## config.mk

```make
export PLATFORM = sky130hd
export DESIGN_NAME = row_scan_controller
export DESIGN_NICKNAME = d
export VERILOG_FILES = /design/src/rtl/connect_four_pkg.sv /design/src/rtl/row_scan_controller.sv
export SDC_FILE = /design/constraint.sdc
export NUM_CORES = 1
export LEC_CHECK = 0
export CAP_MARGIN = 20
export CORE_AREA = 5 5 60 56
export CTS_CLUSTER_SIZE = 12
export DETAILED_ROUTE_END_ITERATION = 10
export DIE_AREA = 0 0 65 61
export PLACE_DENSITY_LB_ADDON = 0.1
export SYNTH_ARGS = -nofsm -noshare
export SYNTH_HDL_FRONTEND = slang
export SYNTH_SLANG_ARGS = --single-unit
```

## constraint.sdc

```tcl
create_clock -name clock -period 2.3 [get_ports clock]
set_input_delay 0.69 -clock clock [delete_from_list [all_inputs] [get_ports clock]]
set_output_delay 0.69 -clock clock [all_outputs]
set_load 0.02 [all_outputs]
```

## src/rtl/connect_four_pkg.sv

```systemverilog
// Shared types and default geometry for the LED-matrix row scanner.
package connect_four_pkg;
    localparam int NUM_ROWS = 16;
    localparam int ROW_W    = 16;
    localparam int DWELL    = 32;

    typedef enum logic [2:0] {IDLE, LOAD, SHIFT, LATCH, HOLD} scan_state_t;
endpackage

```

## src/rtl/row_scan_controller.sv

```systemverilog
// Row sequencer: load a row into the shift register, stream it MSB-first,
// latch, dwell, then advance row_sel (wrapping) and optionally continue.
module row_scan_controller #(
    parameter int NUM_ROWS = connect_four_pkg::NUM_ROWS,
    parameter int ROW_W    = connect_four_pkg::ROW_W,
    parameter int DWELL    = connect_four_pkg::DWELL
) (
    input  logic                        clock,
    input  logic                        reset,
    input  logic                        enable,
    input  logic                        sr_out,
    output logic [$clog2(NUM_ROWS)-1:0] row_sel,
    output logic                        sr_load,
    output logic                        ser_bit,
    output logic                        ser_valid,
    output logic                        latch,
    output logic                        frame_done,
    output logic                        busy
);
    import connect_four_pkg::*;

    localparam int RS_W = $clog2(NUM_ROWS);
    localparam int BC_W = (ROW_W > 1) ? $clog2(ROW_W) : 1;
    localparam int DC_W = (DWELL > 1) ? $clog2(DWELL) : 1;

    scan_state_t     r_state;
    scan_state_t     w_state_nxt;
    logic [BC_W-1:0] r_bit_cnt;
    logic [DC_W-1:0] r_dwell_cnt;
    logic [RS_W-1:0] r_row_sel;
    logic            r_frame_done;

    logic w_bit_last;
    logic w_dwell_last;
    logic w_row_last;

    assign w_bit_last   = (r_bit_cnt == BC_W'(ROW_W - 1));
    assign w_dwell_last = (r_dwell_cnt == DC_W'(DWELL - 1));
    assign w_row_last   = (r_row_sel == RS_W'(NUM_ROWS - 1));

    always_ff @(posedge clock) begin
        if (reset) begin
            r_state      <= IDLE;
            r_bit_cnt    <= '0;
            r_dwell_cnt  <= '0;
            r_row_sel    <= '0;
            r_frame_done <= 1'b0;
        end else begin
            r_state      <= w_state_nxt;
            r_frame_done <= 1'b0;
            case (r_state)
                LOAD:  r_bit_cnt <= '0;
                SHIFT: r_bit_cnt <= r_bit_cnt + 1'b1;
                LATCH: r_dwell_cnt <= '0;
                HOLD: begin
                    r_dwell_cnt <= r_dwell_cnt + 1'b1;
                    // row_sel only moves here, so it is stable for the whole row.
                    if (w_dwell_last) begin
                        r_row_sel    <= w_row_last ? '0 : r_row_sel + 1'b1;
                        r_frame_done <= w_row_last;
                    end
                end
                default: ;
            endcase
        end
    end

    always_comb begin
        w_state_nxt = r_state;
        sr_load     = 1'b0;
        ser_valid   = 1'b0;
        latch       = 1'b0;
        busy        = 1'b1;
        case (r_state)
            IDLE: begin
                busy = 1'b0;
                if (enable) w_state_nxt = LOAD;
            end
            LOAD: begin
                sr_load     = 1'b1;
                w_state_nxt = SHIFT;
            end
            SHIFT: begin
                ser_valid = 1'b1;
                if (w_bit_last) w_state_nxt = LATCH;
            end
            LATCH: begin
                latch       = 1'b1;
                w_state_nxt = HOLD;
            end
            HOLD: begin
                if (w_dwell_last) w_state_nxt = enable ? LOAD : IDLE;
            end
            default: w_state_nxt = IDLE;
        endcase
    end

    assign row_sel    = r_row_sel;
    assign frame_done = r_frame_done;
    assign ser_bit    = sr_out;
endmodule

```

### Clock nets

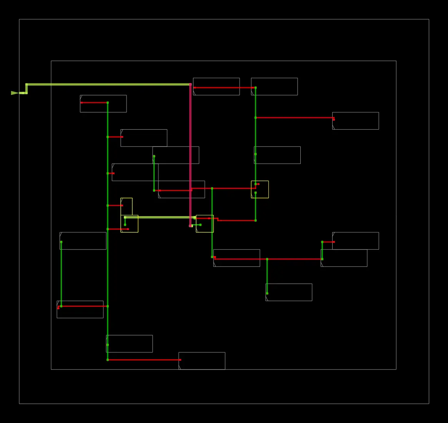
Num CTS Buffers: 3
clk_skew: 0.00492 ns

==> results.sh <==
# source this file to load flow results
export IMPL_placed_area_sq_um=1050
export IMPL_logic_area_sq_um=484
export IMPL_wl_met1_um=933
export IMPL_startpoint="r_state[0]"
export IMPL_overflow=0
export IMPL_outcome="complete, no violations"
export IMPL_setup_slack_ns=0.0811
export IMPL_common_cells="dfxtp_1 (17), nand2_1 (9), nor2_1 (8)"
export IMPL_sh_seq_area=0.317
export IMPL_cp_arrival_ns=1.53
export IMPL_slew_viol_final=0
export IMPL_async_flop_share=0
export IMPL_switching_share=0.262
export IMPL_grt_pass1_vias=733
export IMPL_most_common_layout_cells="dfxtp_1 (17), nand2_1 (9), nor2_1 (8), buf_4 (8)"
export IMPL_top_area_cell="dfxtp_1"
export IMPL_hpwl_mm=1.33
export IMPL_vdd_drop_max_v=0.000271
export IMPL_tritoncts="yes"
export IMPL_cp_required_ns=1.61
export IMPL_firstDrtPassIters=4
export IMPL_globalplace_congestion=0.801
export IMPL_cts_path_max_buffers=2
export IMPL_yosysCellCount=100
export IMPL_holdPathEnd="r_bit_cnt[1]"
export IMPL_power_leakage_nw=0.433
export IMPL_worstSetupStartpointType="register"
export IMPL_edf_count=0
export IMPL_clock_power_mw=0.163
export IMPL_antennaDiodeCount=0
export IMPL_ctsResizeCount=4
export IMPL_period_needed_ns=2.22
export IMPL_pre_cts_slack_ns=0.158
export IMPL_holdWs_ns=0.495
export IMPL_cts_max_level=1
### Signal wires by layer

Only two layers are drawn.
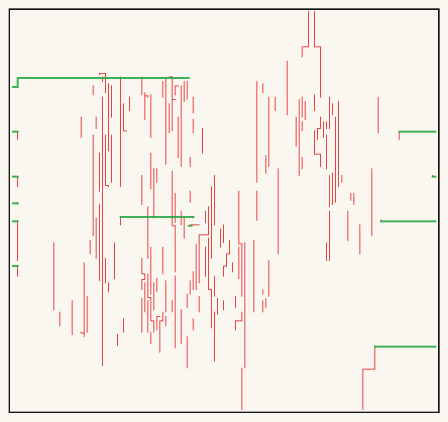
green -> M3  # wire length 66.1 um
red -> M2  # wire length 814 um
GRT Total Usage: 0.106
per-cell routed wire length: 12.7 um
via count of the routed design: 756
Routed Wire Length: 1.84 mm

worst max-delay path, cell delays in order, from the launching register on:
cell and delay, ns:
dfxtp_1 0.34, buf_4 0.16, or3_2 0.44, clkdlybuf4s15_1 0.30
cell families after synthesis:
| group | after synthesis | synth area share |
|---|---|---|
| DFF | 17 | 0.383 |
| xor gates and xnor gates | 1 | 0.00985 |
| and+or+nand+nor | 44 | 0.301 |
| AOI/OAI and AO/OA | 19 | 0.142 |
| adders and majority gates | 4 | 0.0563 |
| buffers and inverters | 12 | 0.0731 |
| muxes | 3 | 0.0352 |
registers in the layout (all words and copies together), names as in the netlist:
register / cells
r_dwell_cnt: 5
r_bit_cnt: 4
row_sel: 4
r_state: 3
frame_done: 1
